==> config.mk <==
export PLATFORM = sky130hd
export DESIGN_NAME = calc_core_flat
export DESIGN_NICKNAME = d
export VERILOG_FILES = /design/src/rtl/calc_if.sv /design/src/rtl/calc_core.sv /design/src/flat_wrapper.sv
export SDC_FILE = /design/constraint.sdc
export NUM_CORES = 1
export LEC_CHECK = 0
export ABC_AREA = 1
export CAP_MARGIN = 20
export CORE_MARGIN = 1
export CORE_UTILIZATION = 35
export CTS_CLUSTER_SIZE = 30
export DETAILED_ROUTE_END_ITERATION = 10
export GPL_TIMING_DRIVEN = 0
export SYNTH_ARGS = -nofsm -noshare
export SYNTH_HDL_FRONTEND = slang
export SYNTH_SLANG_ARGS = --single-unit
==> constraint.sdc <==
create_clock -name clk -period 10.6 [get_ports clk]
set_input_delay 1.06 -clock clk [delete_from_list [all_inputs] [get_ports clk]]
set_output_delay 1.06 -clock clk [all_outputs]
set_load 0.1 [all_outputs]
==> src/rtl/calc_if.sv <==
// Key-event and display bundle between the keypad scanner, calc_core and the display stage.
interface calc_if #(parameter int WIDTH = 16);
  logic             key_valid;
  logic [3:0]       key_digit;
  logic [3:0]       key_oper;
  logic [WIDTH-1:0] display_mag;
  logic             display_neg;
  logic             error;
  logic             busy;
  logic             result_valid;

  modport master (output key_valid, key_digit, key_oper,
                  input  display_mag, display_neg, error, busy, result_valid);
  modport slave  (input  key_valid, key_digit, key_oper,
                  output display_mag, display_neg, error, busy, result_valid);
endinterface

==> src/rtl/calc_core.sv <==
// Calculator engine: decimal operand entry, chained add/sub/mul and an iterative restoring divider.
// Optional KEY_FIFO_EN: 2-entry queue that replays key events arriving while busy.
//   state   | meaning
//   ENTRY_A | building first operand in acc
//   ENTRY_B | opA and op latched, building second operand in acc
//   COMPUTE | executing op_q on opA and acc (busy)
//   SHOW    | result displayed
//   ERR     | overflow or divide by zero, only clear exits
module calc_core #(
  parameter int WIDTH      = 16,
  parameter int MAX_DIGITS = 4
) (
  input logic   clk,
  input logic   rst,
  calc_if.slave bus
);
  typedef enum logic [2:0] {ENTRY_A, ENTRY_B, COMPUTE, SHOW, ERR} state_t;

  localparam int CW = $clog2(MAX_DIGITS + 1);
  localparam int SW = $clog2(WIDTH);
  localparam logic [CW-1:0] MAX_CNT   = CW'(MAX_DIGITS);
  localparam logic [SW-1:0] LAST_STEP = SW'(WIDTH - 1);
  localparam logic [3:0] OP_ADD = 4'd1, OP_SUB = 4'd2, OP_MUL = 4'd3, OP_DIV = 4'd4;
  localparam logic [3:0] OP_CLR = 4'd5, OP_EQ = 4'd6;

  state_t state_q, state_d;
  logic [WIDTH-1:0] acc_q, acc_d, opa_q, opa_d, res_q, res_d;
  logic [WIDTH-1:0] rem_q, rem_d, quo_q, quo_d, mag_q, mag_d;
  logic [CW-1:0] cnt_q, cnt_d;
  logic [SW-1:0] step_q, step_d;
  logic [3:0] op_q, op_d, nop_q, nop_d;
  logic dig_q, dig_d, chain_q, chain_d, neg_q, neg_d;
  logic err_q, err_d, busy_q, busy_d, rv_q, rv_d;

  logic live_ok, ev_valid;
  logic [3:0] ev_oper, ev_digit;

  assign live_ok = bus.key_valid &&
                   ((bus.key_oper == 4'd0) ? (bus.key_digit <= 4'd9) : (bus.key_oper <= OP_EQ));

`ifdef KEY_FIFO_EN
  logic [7:0] f0_q, f0_d, f1_q, f1_d;
  logic [1:0] fcnt_q, fcnt_d;
  logic pop, push, flush;

  // Once anything is queued, live keys also go through the queue to keep order.
  always_comb begin
    pop      = (fcnt_q != 2'd0) && (state_q != COMPUTE);
    push     = live_ok && ((state_q == COMPUTE) || (fcnt_q != 2'd0));
    ev_valid = pop || (live_ok && (state_q != COMPUTE));
    {ev_oper, ev_digit} = pop ? f0_q : {bus.key_oper, bus.key_digit};
    flush    = ev_valid && (ev_oper == OP_CLR);
    fcnt_d   = fcnt_q;
    f0_d     = f0_q;
    f1_d     = f1_q;
    if (pop) begin
      f0_d   = f1_q;
      fcnt_d = fcnt_q - 2'd1;
    end
    if (push && (fcnt_d != 2'd2)) begin
      if (fcnt_d == 2'd0) f0_d = {bus.key_oper, bus.key_digit};
      else                f1_d = {bus.key_oper, bus.key_digit};
      fcnt_d = fcnt_d + 2'd1;
    end
    if (flush) fcnt_d = 2'd0;
  end

  always_ff @(posedge clk) begin
    if (rst) begin
      fcnt_q <= 2'd0;
      f0_q   <= 8'd0;
      f1_q   <= 8'd0;
    end else begin
      fcnt_q <= fcnt_d;
      f0_q   <= f0_d;
      f1_q   <= f1_d;
    end
  end
`else
  assign ev_valid = live_ok && (state_q != COMPUTE);
  assign ev_oper  = bus.key_oper;
  assign ev_digit = bus.key_digit;
`endif

  logic [2*WIDTH-1:0] a_ext, b_ext, full, q_ext;
  logic [WIDTH:0] trial, diff, hi;
  logic [WIDTH-1:0] show_val;
  logic qbit, done, div0, ovf;

  always_comb begin
    state_d = state_q;  acc_d  = acc_q;  opa_d  = opa_q;  res_d = res_q;
    rem_d   = rem_q;    quo_d  = quo_q;  cnt_d  = cnt_q;  step_d = step_q;
    op_d    = op_q;     nop_d  = nop_q;  dig_d  = dig_q;  chain_d = chain_q;
    rv_d    = 1'b0;
    a_ext   = {{WIDTH{opa_q[WIDTH-1]}}, opa_q};
    b_ext   = {{WIDTH{1'b0}}, acc_q};
    full    = '0;
    trial   = {rem_q, quo_q[WIDTH-1]};
    diff    = trial - {1'b0, acc_q};
    qbit    = 1'b0;
    q_ext   = '0;
    done    = 1'b0;
    div0    = 1'b0;
    if (ev_valid && (ev_oper == OP_CLR)) begin
      state_d = ENTRY_A; acc_d = '0; opa_d = '0; res_d = '0; cnt_d = '0;
      op_d = '0; nop_d = '0; dig_d = 1'b0; chain_d = 1'b0;
    end else begin
      case (state_q)
        ENTRY_A, ENTRY_B: if (ev_valid) begin
          if (ev_oper == 4'd0) begin
            if (cnt_q < MAX_CNT) begin
              acc_d = acc_q * WIDTH'(10) + WIDTH'(ev_digit);
              if (!((acc_q == '0) && (ev_digit == 4'd0))) cnt_d = cnt_q + CW'(1);
            end
            if (state_q == ENTRY_B) dig_d = 1'b1;
          end else if (ev_oper <= OP_DIV) begin
            if (state_q == ENTRY_A) begin
              opa_d = acc_q; op_d = ev_oper; acc_d = '0; cnt_d = '0; dig_d = 1'b0;
              state_d = ENTRY_B;
            end else if (!dig_q) begin
              op_d = ev_oper;
            end else begin
              nop_d = ev_oper; chain_d = 1'b1; state_d = COMPUTE;
            end
          end else if ((ev_oper == OP_EQ) && (state_q == ENTRY_B)) begin
            chain_d = 1'b0; state_d = COMPUTE;
          end
          // Divider is primed on entry so the divide occupies exactly WIDTH cycles.
          if (state_d == COMPUTE) begin
            step_d = '0;
            rem_d  = '0;
            quo_d  = opa_q[WIDTH-1] ? -opa_q : opa_q;
          end
        end
        COMPUTE: begin
          step_d = step_q + SW'(1);
          case (op_q)
            OP_ADD: begin full = a_ext + b_ext; done = 1'b1; end
            OP_SUB: begin full = a_ext - b_ext; done = 1'b1; end
            OP_MUL: begin full = a_ext * b_ext; done = 1'b1; end
            default: begin
              div0 = (acc_q == '0);
              if (!trial[WIDTH] && (trial < {1'b0, acc_q})) begin
                rem_d = trial[WIDTH-1:0];
              end else begin
                rem_d = diff[WIDTH-1:0];
                qbit  = 1'b1;
              end
              quo_d = {quo_q[WIDTH-2:0], qbit};
              q_ext = {{WIDTH{1'b0}}, quo_d};
              full  = opa_q[WIDTH-1] ? -q_ext : q_ext;
              done  = (step_q == LAST_STEP);
            end
          endcase
          if (div0 || (done && ovf)) begin
            state_d = ERR;
          end else if (done) begin
            res_d = full[WIDTH-1:0];
            rv_d  = 1'b1;
            if (chain_q) begin
              opa_d = full[WIDTH-1:0]; op_d = nop_q; acc_d = '0; cnt_d = '0; dig_d = 1'b0;
              state_d = ENTRY_B;
            end else begin
              state_d = SHOW;
            end
          end
        end
        SHOW: if (ev_valid) begin
          if (ev_oper == 4'd0) begin
            acc_d = WIDTH'(ev_digit); cnt_d = CW'(ev_digit != 4'd0); dig_d = 1'b0;
            state_d = ENTRY_A;
          end else if (ev_oper <= OP_DIV) begin
            opa_d = res_q; op_d = ev_oper; acc_d = '0; cnt_d = '0; dig_d = 1'b0;
            state_d = ENTRY_B;
          end
        end
        default: ;
      endcase
    end
  end

  assign hi  = full[2*WIDTH-1:WIDTH-1];
  assign ovf = !((&hi) || (~|hi));

  always_comb begin
    show_val = '0;
    mag_d    = mag_q;
    neg_d    = neg_q;
    case (state_d)
      ENTRY_A: show_val = acc_d;
      ENTRY_B: show_val = ((cnt_d != '0) || dig_d) ? acc_d : opa_d;
      SHOW:    show_val = res_d;
      default: show_val = '0;
    endcase
    if (state_d != COMPUTE) begin
      neg_d = show_val[WIDTH-1];
      mag_d = show_val[WIDTH-1] ? -show_val : show_val;
    end
    err_d  = (state_d == ERR);
    busy_d = (state_d == COMPUTE);
  end

  always_ff @(posedge clk) begin
    if (rst) begin
      state_q <= ENTRY_A; acc_q <= '0; opa_q <= '0; res_q <= '0; rem_q <= '0; quo_q <= '0;
      cnt_q <= '0; step_q <= '0; op_q <= '0; nop_q <= '0; dig_q <= 1'b0; chain_q <= 1'b0;
      mag_q <= '0; neg_q <= 1'b0; err_q <= 1'b0; busy_q <= 1'b0; rv_q <= 1'b0;
    end else begin
      state_q <= state_d; acc_q <= acc_d; opa_q <= opa_d; res_q <= res_d; rem_q <= rem_d;
      quo_q <= quo_d; cnt_q <= cnt_d; step_q <= step_d; op_q <= op_d; nop_q <= nop_d;
      dig_q <= dig_d; chain_q <= chain_d; mag_q <= mag_d; neg_q <= neg_d; err_q <= err_d;
      busy_q <= busy_d; rv_q <= rv_d;
    end
  end

  assign bus.display_mag  = mag_q;
  assign bus.display_neg  = neg_q;
  assign bus.error        = err_q;
  assign bus.busy         = busy_q;
  assign bus.result_valid = rv_q;
endmodule

==> src/flat_wrapper.sv <==
// flat-port wrapper written by rule: the top's interface ports become plain ports
module calc_core_flat 
#(
  parameter int WIDTH      = 16,
  parameter int MAX_DIGITS = 4
)
  (clk, rst, bus_key_valid, bus_key_digit, bus_key_oper, bus_display_mag, bus_display_neg, bus_error, bus_busy, bus_result_valid);
  calc_if #(.WIDTH(WIDTH)) bus_i ();
  input logic clk;
  input logic rst;
  input wire logic [$bits(bus_i.key_valid)-1:0] bus_key_valid;
  input wire logic [$bits(bus_i.key_digit)-1:0] bus_key_digit;
  input wire logic [$bits(bus_i.key_oper)-1:0] bus_key_oper;
  output wire logic [$bits(bus_i.display_mag)-1:0] bus_display_mag;
  output wire logic [$bits(bus_i.display_neg)-1:0] bus_display_neg;
  output wire logic [$bits(bus_i.error)-1:0] bus_error;
  output wire logic [$bits(bus_i.busy)-1:0] bus_busy;
  output wire logic [$bits(bus_i.result_valid)-1:0] bus_result_valid;
  assign bus_i.key_valid = bus_key_valid;
  assign bus_i.key_digit = bus_key_digit;
  assign bus_i.key_oper = bus_key_oper;
  assign bus_display_mag = bus_i.display_mag;
  assign bus_display_neg = bus_i.display_neg;
  assign bus_error = bus_i.error;
  assign bus_busy = bus_i.busy;
  assign bus_result_valid = bus_i.result_valid;
  calc_core #(.WIDTH(WIDTH), .MAX_DIGITS(MAX_DIGITS)) u_core (.clk(clk), .rst(rst), .bus(bus_i));
endmodule
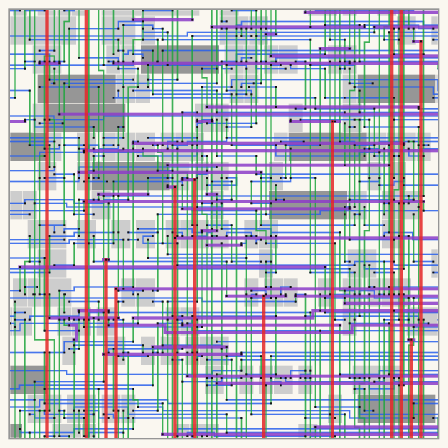
*Close-up of the layout, run 1*
Region (43, 170) to (83, 210) um. Cells in grey, sequential cells in the stronger grey; small squares are vias.
red -> M4
blue -> M1
purple -> M3
green -> M2
netlist names of flops here include = u_core.opa_q (4), u_core.res_q (4)
most frequent = nand2_1 (37), a21oi_1 (15), nand3_1 (14)
cells with their middle in the window = 119
sequential cells in the window = 8

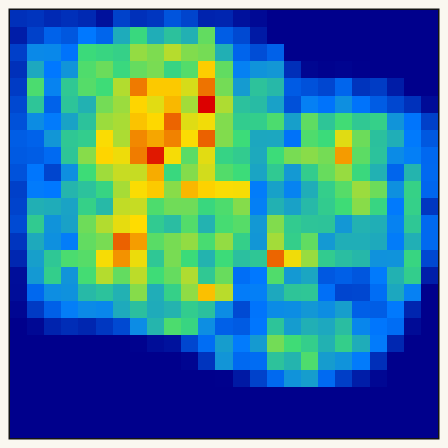
*Signal metal coverage by tile, run 1*
The die is cut into 25 by 25 equal tiles; dark blue is low, red is high, scaled to the fullest tile. Values are wire area over tile area, all layers added.
mean over tiles = 0.22
fullest tile = 0.75
densest ninth of the die = centre
tiles over half the peak = 23%
emptiest ninth of the die = south-west
total wirelength of the detailed-routed design: 85,600 um
Overall Global Routing Usage: 0.268
total vias in the final route: 23,100
routed wire length per instance: 19.6 um

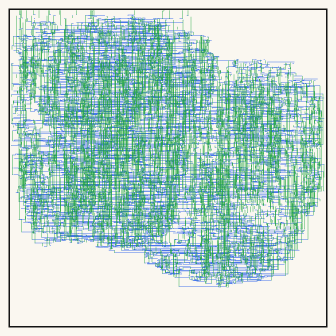
*Wiring by layer, run 1*
Only two layers are drawn.
green -> M2  # wire length 37.2 mm
blue -> M1  # wire length 37.0 mm

==> qor_table.md, run 1 <==
| Result | This run |
|---|---|
| Setup CP Type | flip-flop to flip-flop |
| Router iterations before antenna repair | 6 |
| End point of the worst hold path | u_core.nop_q[3] |
| Combinational cell fraction of total power | 0.418 |
| Commonest non-fill, non-tap cell in the layout | nand2_1 |
| Primary flip-flop cell chosen by synthesis mapping | dfxtp_1 |
| Final antenna-violating net count | 0 |
| Static Leak | 12.3 nW |
| Internal portion of total power | 1.08 mW |
| Largest cells by area | fa_1, nand2_1, ha_1 |
| Largest type area fraction | 0.180 |
| Met3 GRT Util | 0.0378 |
| Worst hold slack | 0.450 ns |
| Placement Setup Slack | 0.168 ns |
| Status | finished clean |
| Reg2reg end | u_core.bus.display_mag[8] |
| Area growth syn-to-layout | 8.96% |
| Worst endpoint data arrival time | 10.51 ns |
| Share of post-route cells with drive strength above 1 | 0.0458 |
| Met2 GRT Util | 0.418 |
| Power consumed by sequential cells | 0.490 mW |
| Post-synth area from yosys stat | 0.0221 mm^2 |
| Cells in synth_stat.txt | 3,473 |
| Clock period minus final worst setup slack | 10.18 ns |
| WP data required | 10.93 ns |
| Initial antenna violation count | 0 |
| Final tally of hold violations | 0 |
| Aggregate global routing overflow | 0 |
| Maximum clock skew at final layout | 0.0113 ns |
| Number of synthesized flops with an enable pin | 0 |
| Weighted congestion at the end of routability-driven global placement | 1.03 |
| Number of buffers created by CTS | 17 |
| Final cell count without fillers | 4,372 |
| Number of H-tree levels | 4 |
| Distinct lib cells used | 63 |
| Flop-to-flop setup slack | 0.42 ns |
| Critical Path Source Type | flip-flop |
| Met1 GRT Util | 0.366 |
| Pin count of the biggest net entering global routing | 17 |
| Number of nets in the layout | 3,931 |
| Cell occurring most often along the worst timing path | nand2_1 |
| Vias in the first global route | 21,800 |
| Avg Synthesized Cell Area | 6.37 um^2 |
run 1: state kept, by name (all words and copies together), names as in the netlist, 3 cells and up:
register                cells
u_core.res_q               16
u_core.quo_q               16
u_core.opa_q               16
u_core.cnt_q                3
u_core.rem_q               16
u_core.nop_q                4
u_core.acc_q               16
u_core.state_q              3
u_core.bus.display_mag     16
u_core.step_q               4
u_core.op_q                 4
run 1: worst max-delay path: cells and delay by family, from the launching register on:
family | cells | cell delay, ns
fa+ha+maj | 8 | 3.75
simple gates | 27 | 3.26
buf+inv | 10 | 2.18
flops | 1 | 0.43
compound gates | 1 | 0.26
xor+xnor | 1 | 0.17
run 1: worst max path at each step:
stage	startpoint	end	slack [ns]	depth (start not counted)
floorplan	u_core.opa_q[15]	u_core.bus.display_mag[8]	2.56	49
global placement	u_core.opa_q[15]	u_core.bus.display_mag[8]	0.18	49
detailed placement	u_core.opa_q[15]	u_core.bus.display_mag[8]	0.17	49
CTS	u_core.opa_q[15]	u_core.bus.display_mag[8]	0.14	49
global route	u_core.acc_q[10]	u_core.bus.display_mag[8]	-0.02	47
finish	u_core.acc_q[12]	u_core.bus.display_mag[8]	0.42	47
run 1: cells by family after synthesis:
family / share of synthesized area
xor+xnor: 0.0178
buf+inv: 0.141
flops: 0.109
compound gates: 0.141
simple gates: 0.298
fa+ha+maj: 0.293
run 1: routing by layer:
metal,part of all wire,up-vias
met2,0.43,1040
met4,0.049,0
met1,0.43,10900
met5,0,-
li1,-,11000
met3,0.085,193
run 1: area by class of cell:
type,instances,area (um^2),share of cell area
clock buffer,21,460,0.0191
clock inverter,11,148,0.00612
multi-input combinational,2548,16600,0.688
buffer,152,698,0.0290
timing repair buffer,31,308,0.0128
inverter,652,2450,0.102
tap,837,1050,0.0434
sequential,120,2400,0.0997
### Clock nets, run 1

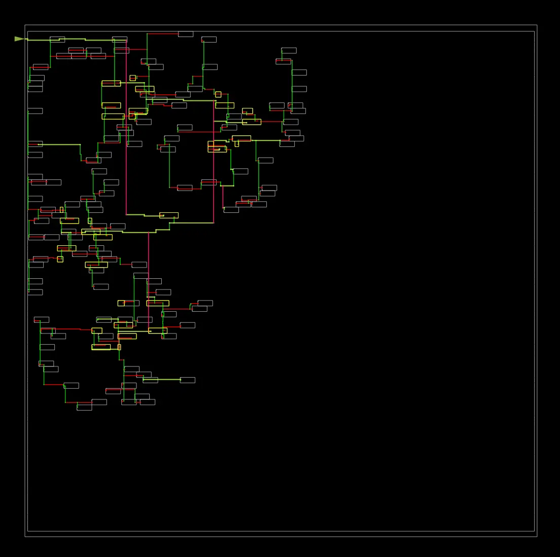

==> inputs of run 2 (changes only) <==
SETUP_SLACK_MARGIN = 0.1   (was default)
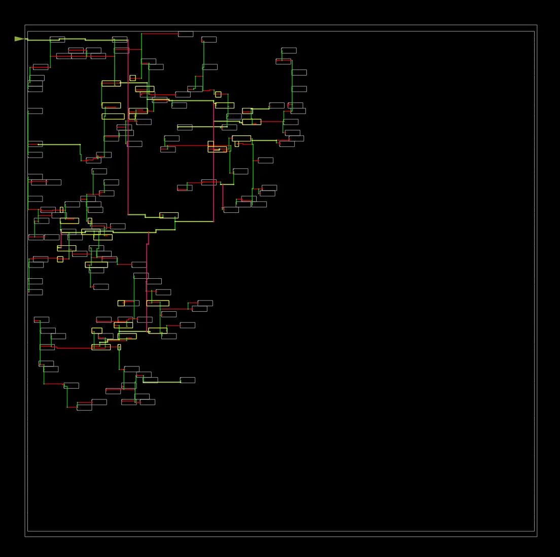
*Clock nets, run 2*
number of buffers created by CTS: 17
flop count: 120
clock network latency to the later pin of the worst-skew pair: 0.43 ns
clk sinks: 120
clock buffer count: 21

==> run 2 against run 1 <==
First-iteration DRC count decreased by 6.3%. Die size unchanged. Synthesized cell count unchanged. Highest routed layer unchanged. Register-to-register slack improved by 0.18 ns. Setup slack improved by 0.18 ns. Maximum frequency increased by 1.8%. Count of clock-buffer cells in the layout unchanged. Critical endpoint unchanged. Sequential power about the same.
==> qor_table.md, run 2 <==
| Result | This run | Delta |
|---|---|---|
| Placement Setup Slack | 0.168 ns | unchanged |
| Aggregate global routing overflow | 0 | unchanged |
| Area growth syn-to-layout | 8.95% | about the same |
| Avg Synthesized Cell Area | 6.37 um^2 | unchanged |
| Met1 GRT Util | 0.366 | unchanged |
| Largest cells by area | fa_1, nand2_1, ha_1 |  |
| Setup CP Type | flip-flop to flip-flop |  |
| Xor/xnor cell area share of the yosys netlist | 0.0178 | unchanged |
| Pin count of the biggest net entering global routing | 17 | unchanged |
| Number of nets in the layout | 3,930 | -0.025% |
| Vias in the first global route | 21,800 | unchanged |
| Post-Route M1 WL | 36,600 um | -0.86% |
| Clock period minus final worst setup slack | 10.00 ns | -0.178 ns |
| Maximum clock skew at final layout | 0.0122 ns | +0.000899 ns |
| Post-synth mux share | 0 | unchanged |
| Met3 GRT Util | 0.0378 | unchanged |
| Status | finished clean |  |
| Critical Path Source Type | flip-flop |  |
| WP data required | 10.93 ns | about the same |
| Final antenna-violating net count | 0 | unchanged |
| Distinct lib cells used | 63 | unchanged |
| Synth logic family | simple AND/OR/NAND/NOR gates |  |
| Fa+ha+maj area frac | 0.293 | unchanged |
| Overall Global Routing Usage | 0.268 | unchanged |
| Number of synthesized flops with an enable pin | 0 | unchanged |
| Router iterations before antenna repair | 6 | unchanged |
| Routed wire length per instance | 19.6 um | about the same |
| Worst endpoint data arrival time | 10.33 ns | -0.18 ns |
| Cells in synth_stat.txt | 3,473 | unchanged |
| Largest type area fraction | 0.180 | unchanged |
| Share of post-route cells with drive strength above 1 | 0.0475 | +0.00171 |
| AND/OR/NAND/NOR Cells, Area Fraction | 0.298 | unchanged |
| Number of H-tree levels | 4 | unchanged |
-- run 2: cell counts after synthesis --
Identical to the previous run, type by type.
-- run 2: worst paths after layout --
| kind | startpoint | endpoint | slack, ns | cells after the start |
|---|---|---|---|---|
| min reg2reg | u_core.nop_q[3] | u_core.nop_q[3] | 0.45 | 2 |
| max reg2reg | u_core.opa_q[3] | u_core.bus.display_mag[8] | 0.60 | 47 |
| min | u_core.nop_q[3] | u_core.nop_q[3] | 0.45 | 2 |
| max | u_core.opa_q[3] | u_core.bus.display_mag[8] | 0.60 | 47 |
-- run 2: kinds of logic (layout without fill, tap and decap cells) --
family | after synthesis | in the layout
xor gates and xnor gates | 45 | 45
buffers and inverters | 805 | 866
adders and majority gates | 398 | 398
and+or+nand+nor | 1558 | 1558
DFF | 120 | 120
AOI/OAI and AO/OA | 547 | 547
-- run 2: power by group through the flow --
stage	combinational [mW]	clock, mW	sequential, mW
2_1_floorplan	0.488	0	0.552
3_3_place_gp	0.770	0	0.499
5_1_grt	0.861	0.632	0.492
4_1_cts	0.774	0.612	0.489
6_report	0.791	0.610	0.490
3_5_place_dp	0.769	0	0.499
-- run 2: critical path: cells and delay by family (launching register included) --
family                     cells  cell delay [ns]
DFF                            1             0.45
adders and majority gates      8             3.70
xor gates and xnor gates       1             0.18
buffers and inverters         10             2.10
AOI/OAI and AO/OA              1             0.25
and+or+nand+nor               27             3.20
-- run 2: final cells by class --
class	count	area, um^2	share of cell area
clock buffers	21	460	0.0191
multi-input cells	2548	16600	0.688
inverters	652	2450	0.102
repair buffers	31	308	0.0128
flip-flops and latches	120	2400	0.0997
clock inverters	11	148	0.00613
well taps	837	1050	0.0434
plain buffers	151	699	0.0290
Power is estimated from default activity; no workload was simulated.
